<file path="src/rtl/controlador_puertas_n.sv">
// rtl/controlador_puertas_n.sv - elevator door controller: open/dwell/close timing, reopen on obstruction, nudge alarm
module controlador_puertas_n #(
    parameter int N_PISOS         = 4,
    parameter int W_PISO          = 2,
    parameter int T_APERTURA      = 8,
    parameter int T_ABIERTA       = 50,
    parameter int MAX_REAPERTURAS = 3
) (
    input  logic               clk,
    input  logic               rst_n,
    input  logic [W_PISO-1:0]  piso,
    input  logic               en_movimiento,
    input  logic [N_PISOS-1:0] solicitud_piso,
    input  logic               boton_abrir,
    input  logic               boton_cerrar,
    input  logic               sensor,
    output logic [1:0]         puertas,
    output logic [1:0]         salida_puertas,
    output logic               trabajando,
    output logic [N_PISOS-1:0] aviso,
    output logic [N_PISOS-1:0] atendido,
    output logic               alarma_obstruccion
);

    // State encoding doubles as the puertas output code.
    typedef enum logic [1:0] {
        CERRADA  = 2'b00,
        ABIERTA  = 2'b01,
        ABRIENDO = 2'b10,
        CERRANDO = 2'b11
    } estado_t;

    localparam int T_MAX = (T_APERTURA > T_ABIERTA) ? T_APERTURA : T_ABIERTA;
    localparam int CW    = (T_MAX > 1) ? $clog2(T_MAX) : 1;
    localparam int NW    = $clog2(MAX_REAPERTURAS + 1);

    localparam logic [CW-1:0] CARGA_AP = CW'(T_APERTURA - 1);
    localparam logic [CW-1:0] CARGA_AB = CW'(T_ABIERTA - 1);
    localparam logic [NW-1:0] NRE_MAX  = NW'(MAX_REAPERTURAS);

    estado_t            estado;
    logic [CW-1:0]      cnt;
    logic [NW-1:0]      nre;
    logic [NW-1:0]      nre_inc;
    logic [N_PISOS-1:0] piso_oh;
    logic               piso_valido;
    logic               piso_sol;
    logic               hit;
    logic               abrir_pedido;

    // One-hot decode of the cabin floor; floors at or beyond N_PISOS decode to zero,
    // so an out-of-range floor can never request or initiate an opening.
    always_comb begin
        piso_oh = '0;
        for (int i = 0; i < N_PISOS; i++) begin
            if (piso == W_PISO'(i)) begin
                piso_oh[i] = 1'b1;
            end
        end
    end

    assign piso_valido  = |piso_oh;
    assign piso_sol     = |(piso_oh & solicitud_piso);
    assign hit          = !en_movimiento && piso_sol;
    assign abrir_pedido = hit || (boton_abrir && !en_movimiento && piso_valido);
    assign nre_inc      = nre + NW'(1);

    // Door sequencing FSM with phase counter, reopen counter and one-cycle pulses.
    always_ff @(posedge clk or negedge rst_n) begin
        if (!rst_n) begin
            estado             <= CERRADA;
            cnt                <= '0;
            nre                <= '0;
            alarma_obstruccion <= 1'b0;
            aviso              <= '0;
            atendido           <= '0;
        end else begin
            aviso    <= '0;
            atendido <= '0;
            case (estado)
                CERRADA: begin
                    if (abrir_pedido) begin
                        estado <= ABRIENDO;
                        cnt    <= CARGA_AP;
                        if (hit) begin
                            aviso    <= piso_oh;
                            atendido <= piso_oh;
                        end
                    end
                end
                ABRIENDO: begin
                    if (cnt == '0) begin
                        estado <= ABIERTA;
                        cnt    <= CARGA_AB;
                    end else begin
                        cnt <= cnt - CW'(1);
                    end
                end
                ABIERTA: begin
                    // The cabin is held while doors are open, so motion is not checked here.
                    if (piso_sol) begin
                        atendido <= piso_oh;
                    end
                    if (sensor || boton_abrir || piso_sol) begin
                        cnt <= CARGA_AB;
                    end else if (boton_cerrar || cnt == '0) begin
                        estado <= CERRANDO;
                        cnt    <= CARGA_AP;
                    end else begin
                        cnt <= cnt - CW'(1);
                    end
                end
                CERRANDO: begin
                    if ((sensor || boton_abrir) && !alarma_obstruccion) begin
                        estado <= ABRIENDO;
                        cnt    <= CARGA_AP;
                        nre    <= nre_inc;
                        if (nre_inc == NRE_MAX) begin
                            alarma_obstruccion <= 1'b1;
                        end
                    end else if (cnt == '0) begin
                        estado             <= CERRADA;
                        nre                <= '0;
                        alarma_obstruccion <= 1'b0;
                    end else begin
                        cnt <= cnt - CW'(1);
                    end
                end
                default: begin
                    estado <= CERRADA;
                end
            endcase
        end
    end

    assign puertas        = estado;
    assign trabajando     = (estado != CERRADA);
    assign salida_puertas = (estado == ABRIENDO) ? 2'b01 :
                            (estado == CERRANDO) ? 2'b10 : 2'b00;

endmodule
</file>
<file path="config.mk">
export PLATFORM = sky130hd
export DESIGN_NAME = controlador_puertas_n
export DESIGN_NICKNAME = d
export VERILOG_FILES = /design/src/rtl/controlador_puertas_n.sv
export SDC_FILE = /design/constraint.sdc
export NUM_CORES = 1
export LEC_CHECK = 0
export CORE_ASPECT_RATIO = 1.75
export CORE_MARGIN = 2
export CORE_UTILIZATION = 45
export CTS_CLUSTER_DIAMETER = 80
export DETAILED_ROUTE_END_ITERATION = 10
export PLACE_DENSITY = 0.73
export SYNTH_ARGS = -nofsm -noshare
export SYNTH_HDL_FRONTEND = slang
export SYNTH_SLANG_ARGS = --single-unit
export TNS_END_PERCENT = 10
</file>
<file path="constraint.sdc">
create_clock -name clk -period 4.3 [get_ports clk]
set_input_delay 0.86 -clock clk [delete_from_list [all_inputs] [get_ports clk]]
set_output_delay 0.86 -clock clk [all_outputs]
set_load 0.02 [all_outputs]
</file>
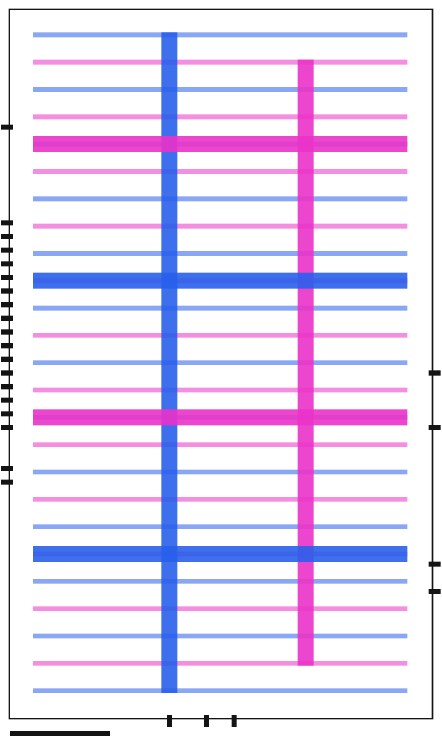
run_1/pdn.png
Scale bar: 10 µm. Pins as bars on the die edge.
magenta -> VDD
blue -> VSS
met4 straps = 2
met5 straps = 4
rows = 24
signal pins = 26
met1 rails = 25

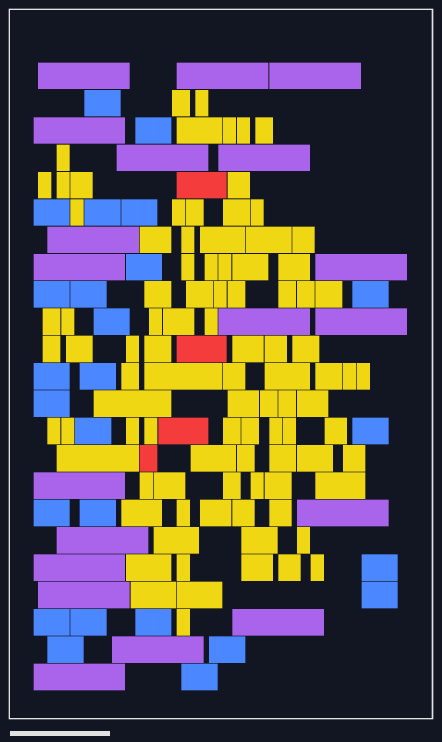
run_1/cell_classes.png
Scale bar: 10 µm.
yellow -> all other logic  # cells 94, share of their area 46%
red -> clock drivers and dummy loads  # cells 4, share of their area 3.3%
blue -> other buffers and delay cells  # cells 25, share of their area 18%
purple -> flops  # cells 19, share of their area 33%

==> CHANGELOG.md, run 1 <==
### Physical design

* GR peak layer: met2
* Yosys aoi share at a little over a quarter
* Most frequent cells in the layout: 25 x clkdlybuf4s50_1, 19 x dfrtp_1, 15 x nor2_1
* Tool warnings at 29
* Antenna diodes at 0
* PortBufs at 25
* Drt first-iter violations at 17
* CTS tree: done
* Post-CTS Resized at 0
* Mux frac, synth at under 10%
* Fillers at around 200
* Clock Buffer Count at 3
* Flip-flops with a built-in enable at 0
* Max layer used: met4
* Largest net degree at the start of global routing at 20
* Area leader share at about two fifths
* Status: complete, no violations
* Synthesized registers at 19
* Overall routed net length at roughly 2800 µm
* Met2 Use GR at 38.5%
* Die Wd at roughly 42 µm
* Min-delay worst type: register to register
* Seq/Total Area, Yosys at about two fifths
* Vias in the first global route at 1081
* DR vias/cell at about 6.0
* Clk pin slew, worst setup/hold paths at 80 ps
* Gate Count Post-Synth at roughly 120
* RSZ-0062 raised after global routing: false
* WL/cell at ~17 µm
* Worst Reg-to-Reg Cells at 7
* Crit path depth at 6
* Adder Area Share at between 6 and 7%
* Clock network share of area at around 3.2%
* Syn nets at 134
* DR WL met3 at roughly 170 µm
* Clock Sinks at 19
* Dominant logic cell type in the layout: clkdlybuf4s50_1
* CTS Hold Bufs at 0
* Die y size at 70.5 µm
* Netlist Area Pre-Place at ~1100 µm²
* Max-area cell class: logic gates
* Commonest cells post-synth: 19 x dfrtp_1, 15 x nor2_1, 10 x inv_1
* Synth area leader: dfrtp_1
* Register Area at 475 µm²
* Seq cells at 19
* Met1 GRT Util at 22.3%
* Fin. max-slew vios at 0
* FMAX at between 300 and 400 MHz
* P_leak at ~0.0006 µW
* Hold Path End: nre[1]$_DFFE_PN0P_
* Slew of the pin with the lowest slew margin at between 800 and 900 ps
* Initial antenna violation count at 0
* Largest regs: cnt: 6 flops, atendido: 4 flops, aviso: 4 flops
* Top area cell types: dfrtp_1 42%, ha_1 6.6%, nor2_1 5.0%, o31ai_4 3.7%, inv_1 3.3%
* Hpwl dp at roughly 2200 µm
* Startpoint types: input port
* Post-CTS Setup Bufs at 0
* Gpl congestion at 0.870
* Worst Setup End Kind: register
* Std-Cell Rows at 24
* Clk_skew at roughly 3.7 ps
* HP Start: nre[1]$_DFFE_PN0P_
* CTS Root Buffer Type: clkbuf_8
* Critical Path Source: piso[0]
* Comb_multi_in at around 84
* Sum Neg Setup Slack at 0 ps
* Final period utilization at roughly 66%
* Ratio of cells with drive above 1 in the final layout at about 9.9%
* CP endpoint: puertas[0]$_DFFE_PN0P_
* Xor/xnor share at 0%
* Max Cap Viol at 0
* # IOs at 26
* Met2 routed WL at approximately 1500 µm
* Biggest register: cnt
* Max reg flops at 6
* Dominant Register Cell: dfrtp_1
* First drt pass iteration count at 4
* Fin crit period at between 2000 and 3000 ps
* WP data required at between 4000 and 5000 ps
* Top delay family on crit path: multiplexers
* Inverters excl. clock at 10
* Area occupied by multi-input gates at ~610 µm²
* CTS H-tree depth at 1
* Crit-path max cell delay at between 600 and 700 ps
* Clock Path Buffers at 2
* First-pass GRT wire length at ~4800 µm
* Worst reg2reg startpoint: cnt[0]$_DFFE_PN0P_
* Total CTS buffers at 3
* Crit path max fanout at 6
* Final setup viols at 0
* Hold path cells at 2
* Well Taps at 26
* Yosys stat chip area at around 1100 µm²
* Final-report hold violation count at 0
* Post-synthesis cell type count at between 40 and 50
* Yosys cell count at 116
* Yosys warning total at 0
* Peak VDD IR at 0.000310 V
* PD cells at between 600 and 700 nW/µm²
* Slowest-stage cell, CP: mux4_2
* Die Area at about 3000 µm²
* GRT overflow at 0
* WP data arrival at 3000 ps
* Metal-1 WL at 999 µm
* Rel. slew slack at 40.6%
* Floorplan core area at approximately 2400 µm²
* Yosys top cell by instances: dfrtp_1
* Flop share of the area at 32.7%
* Non-clk buf share at ~17%
* Clk Latency, worst-skew pair at ~260 ps
* DRC viols at 0
* Starting Density at 46.7%
* Flop-to-flop setup slack at slightly below 2000 ps
* GRT Overall Usage at about a fifth
* Grt met3 use at 3.88%
* CP Class: input port to register
* Hold WS at slightly below 500 ps
* Non-Clock Buffer Count at 25
* Final net count at 161
* Ys async rst share at 100%
* Final ANT Viol Nets at 0
* Avg Synthesized Cell Area at ~10 µm²
* And+or+nand+nor area frac at 16.4%
* Critical R2R Capture: cnt[5]$_DFFE_PN0P_
* Routed vias at 1002
* Comb area share at 42.0%
* Cell Chain, Critical Path: clkdlybuf4s50_1 > mux4_2 > o31ai_4 > o211ai_2 > nor2_1 > mux2_2
* Dominant kind of combinational cell: AND-OR/OR-AND gates
* Bufs and invs on worst path at 1
* Syn-to-layout area delta at 27.9%
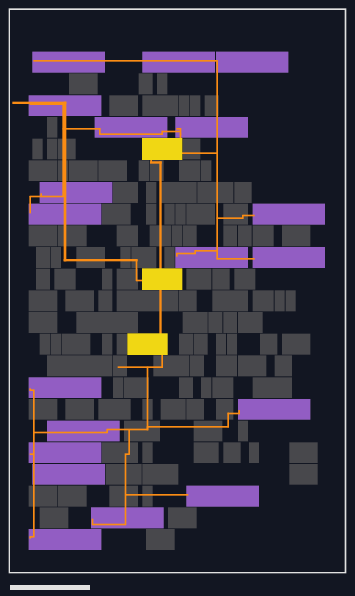
run_1/clock_map.png
Scale bar: 10 µm.
yellow -> cells driving clock nets  # count 3
purple -> flip-flops  # count 19
orange -> clock wires  # length 273 µm
flops lie = widely spread

run 1: through the flow:
stage | cell area [µm²] | utilization (%) | worst slack [ps] | total power [µW] | cells
floorplan | 1140 | - | 1930 | 663 | 116
global placement | 1410 | 57.8 | 1250 | 818 | 164
detailed placement | 1410 | 57.8 | 1190 | 828 | 164
CTS | 1450 | 59.7 | 1450 | 957 | 168
global route | 1450 | 59.7 | 1310 | 1030 | 168
finish | 1450 | 59.7 | 1440 | 958 | 168
run 1: report_power, final:
group / switching, µW / internal (µW) / total [µW]
Sequential: 52.7 / 232 / 285
Combinational: 306 / 240 / 547
Clock: 62.7 / 64.5 / 127
Total: 421 / 537 / 958
==> run 2: changes to the inputs <==
- CORE_UTILIZATION: 45 -> 44
- PLACE_DENSITY: 0.73 -> 0.74
- clock period: 4.3 -> 2.6 ns (I/O delays scaled with it)
==> run 2 against run 1 <==
  * Hold slack worse by 0.66 ps
  * Final cell count rose by 4.8%
  * Critical path depth down 2
  * First-iteration DRC count grew 82%
  * Synthesized cell count stayed put
  * Routed wire length up 5.3%
  * Via count rose by 4.1%
  * Sequential share of layout area is 1.3 points lower
  * Clock skew about the same
  * Non-clock buffer count rose by 8
  * Area after synthesis unchanged
  * Critical endpoint is now trabajando
  * Largest power group unchanged
==> CHANGELOG.md, run 2 <==
### Physical design

* Clock Buffer Count at 4 (+1)
* Int Pwr at 924 µW (+72%)
* Netlist Area Pre-Place at 1140 µm² (unchanged)
* Vias in the first global route at 1066 (-1.4%)
* Commonest cells post-synth: 19 x dfrtp_1, 15 x nor2_1, 10 x inv_1
* RSZ-0062 raised after global routing: false
* Clock Sinks at 19 (unchanged)
* Floorplan core area at 2460 µm² (+1.2%)
* Flop-to-flop setup slack at 300 ps (-1630 ps)
* Syn nets at 134 (unchanged)
* Hold Path End: nre[1]$_DFFE_PN0P_
* Worst reg2reg startpoint: cnt[0]$_DFFE_PN0P_
* Tool warnings at 29 (unchanged)
* Crit path depth at 4 (-2)
* HP Start: nre[1]$_DFFE_PN0P_
* Flop share of the area at 31.5% (-1.3 points)
* Cell Chain, Critical Path: inv_1 > ha_1 > inv_1 > clkdlybuf4s50_1
* Die y size at 71.2 µm (+1.1%)
* Antenna diodes at 0 (unchanged)
* Yosys warning total at 0 (unchanged)
* Sw Ratio at 43.3% (-0.66 points)
* WP data required at 2080 ps (-2370 ps)
* Clk pin slew, worst setup/hold paths at 70 ps (about the same)
* Area of placed instances at 1470 µm² (+4.3%)
* Fin crit period at 2510 ps
* Critical Path Source: puertas[0]$_DFFE_PN0P_
* Peak VDD IR at 0.000614 V (+98%)
* Initial antenna violation count at 0 (unchanged)
* Clock Path Buffers at 2 (unchanged)
* Fin cells at 176 (+4.8%)
* Seq cells at 19 (unchanged)
* Gate Count Post-Synth at 116 (unchanged)
* Non-clk buf share at 20.5% (+3.3 points)
* DR vias/cell at 5.93 (-0.64%)
* Crit-path max cell delay at 650 ps (+30 ps)
* Top delay family on crit path: buffers and inverters
* GRT Overall Usage at 20.6% (-0.71 points)
* Slowest-stage cell, CP: clkdlybuf4s50_1
* WP data arrival at 1990 ps (-1010 ps)
* Sum Neg Setup Slack at 0 ps (unchanged)
* Post-CTS Setup Bufs at 0 (unchanged)
* Die Area at 3020 µm² (+2.1%)
* Most frequent cells in the layout: 25 x clkdlybuf4s50_1, 19 x dfrtp_1, 15 x nor2_1
* Yosys top cell by instances: dfrtp_1
* Hpwl dp at 2340 µm (+9.0%)
* Post-synthesis cell type count at 43 (unchanged)
* First drt pass iteration count at 4 (unchanged)
* Dominant Register Cell: dfrtp_1
* Top area cell types: dfrtp_1 42%, ha_1 6.6%, nor2_1 5.0%, o31ai_4 3.7%, inv_1 3.3%
* Pre-CTS setup slack at -7.75 ps (-1200 ps)
* GRT overflow at 0 (unchanged)
* Largest net degree at the start of global routing at 20 (unchanged)
* Sw power at 706 µW (+68%)
* Std-Cell Rows at 24 (unchanged)
* Final period utilization at a little over nine tenths
* Total CTS buffers at 3 (unchanged)
* Bufs and invs on worst path at 3 (+2)
* # IOs at 26 (unchanged)
* Rel. slew slack at 52.3% (+12 points)
* Crit path max fanout at 8 (+2)
* Comb_multi_in at 84 (unchanged)
* Slew of the pin with the lowest slew margin at 713 ps (-176 ps)
* Worst Setup End Kind: primary output
* Gpl congestion at 0.848 (-2.6%)
* Post-CTS Resized at 0 (unchanged)
* Dominant logic cell type in the layout: clkdlybuf4s50_1
* FMAX at around 400 MHz
* Ys async rst share at 100% (unchanged)
* Biggest register: cnt
* Starting Density at 46.1% (-0.57 points)
* DRC viols at 0 (unchanged)
* Hold WS at 492 ps (-0.657 ps)
* Final net count at 169 (+5.0%)
* Fillers at 215 (+7.0%)
* CTS Hold Bufs at 0 (unchanged)
* P_leak at 0.000654 µW (+5.8%)
* Inverters excl. clock at 10 (unchanged)
* Max-area cell class: logic gates
* Area occupied by multi-input gates at 611 µm² (unchanged)
* PD cells at 1080 nW/µm² (+63%)
* Final WS setup at 92.2 ps (-1350 ps)
* Well Taps at 26 (unchanged)
* Comb group at 953 µW (+74%)
* Final-report hold violation count at 0 (unchanged)
* Syn-to-layout area delta at 33.0%
* Worst Reg-to-Reg Cells at 7 (unchanged)
* Critical R2R Capture: puertas[0]$_DFFE_PN0P_
* Flip-flops with a built-in enable at 0 (unchanged)
* Clk_skew at 3.27 ps (-0.402 ps)
* Largest regs: cnt: 6 flops, atendido: 4 flops, aviso: 4 flops
* Die Wd at 42.4 µm (+1.0%)
* Avg Synthesized Cell Area at 9.79 µm² (unchanged)
* Combinational share of power at 58.4% (+1.4 points)
* Yosys cell count at 116 (unchanged)
* CTS tree: done
* WL/cell at 16.6 µm (+0.54%)
* Yosys stat chip area at 1140 µm² (unchanged)
* Max Cap Viol at 0 (unchanged)
* Max reg flops at 6 (unchanged)
* First-pass GRT wire length at 4800 µm (-0.58%)
* CP Class: register to primary output
* Comb area share at 40.4% (-1.6 points)
* Status: complete, no violations
* Startpoint types: register
* Final ANT Viol Nets at 0 (unchanged)
* Cell Count Post-Placement at 172 (+4.9%)
* PortBufs at 25 (unchanged)
* Pwr Total at 1630 µW (+70%)
* Area leader share at 41.9% (unchanged)
* Synth area leader: dfrtp_1
* Final setup viols at 0 (unchanged)
* Sequential power share at 28.8% (-0.9 points)
* Ratio of cells with drive above 1 in the final layout at 14.0% (+4.1 points)
* Layout Utilization at 61.4% (+1.7 points)
* Post-route cell area at 1510 µm² (+4.0%)
* CTS Root Buffer Type: clkbuf_8
* Register Area at 475 µm² (unchanged)
* Min-delay worst type: register to register
* CP endpoint: trabajando
* Synthesized registers at 19 (unchanged)
* Clk Latency, worst-skew pair at 260 ps (about the same)
* Hold path cells at 2 (unchanged)
* Fin. max-slew vios at 0 (unchanged)
* Overall routed net length at 2920 µm (+5.3%)
* Drt first-iter violations at 31 (+14)
* Seq/Total Area, Yosys at 41.9% (unchanged)
* Largest Pwr Group: combinational cells
run 2: cell counts after synthesis:
Identical to the previous run, type by type.
run 2: logic make-up (layout without fill, tap and decap cells):
| family | after synthesis | in the layout | share of synthesized area, % |
|---|---|---|---|
| mux | 3 | 3 | 3.85 |
| simple gates | 37 | 37 | 16.4 |
| compound gates | 38 | 38 | 26.9 |
| flops | 19 | 19 | 41.9 |
| buf+inv | 13 | 47 | 4.41 |
| fa+ha+maj | 6 | 6 | 6.61 |
run 2: metal layers:
| layer | part of all wire, % | global-route usage (%) |
|---|---|---|
| met4 | 2.7 | 9.72 |
| met3 | 4.9 | 3.53 |
| met1 | 37 | 20.7 |
| met5 | 0 | 0 |
| met2 | 56 | 39.5 |
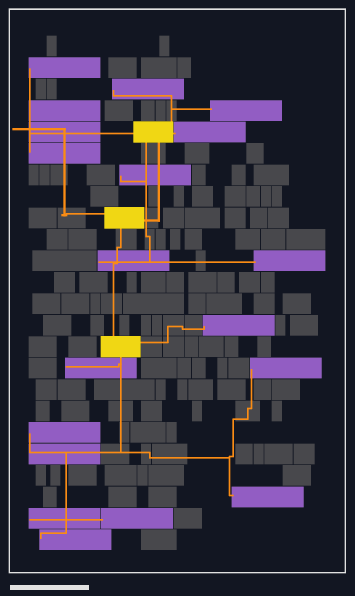
run_2/clock_map.png
Scale bar: 10 µm.
P_clk: 208 µW
clock share of power: 12.7%

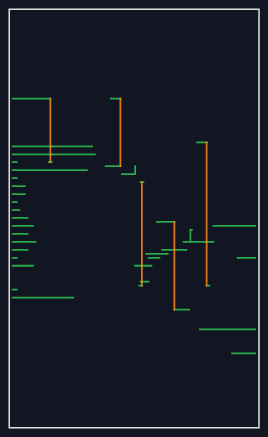
run_2/metal_stack.png
Only two layers are drawn.
green -> met3  # wire length 145 µm
orange -> met4  # wire length 79.6 µm

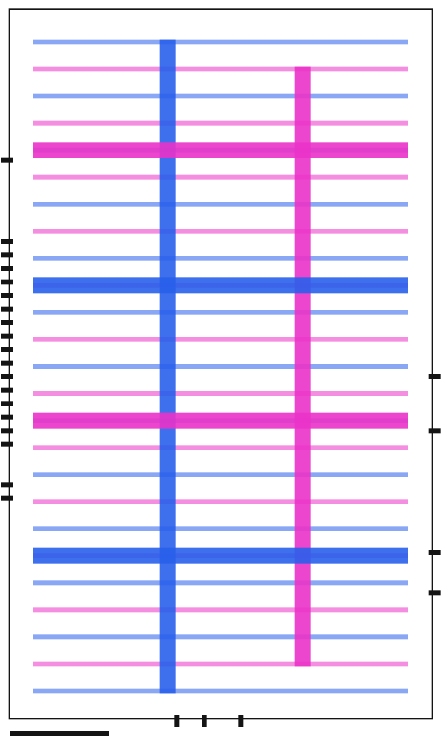
run_2/pdn.png
Scale bar: 10 µm. Pins as bars on the die edge.
blue -> VSS
magenta -> VDD
met4 straps = 2
met5 straps = 4
met1 rails = 25
rows = 24

Power and IR drop assume default switching activity.
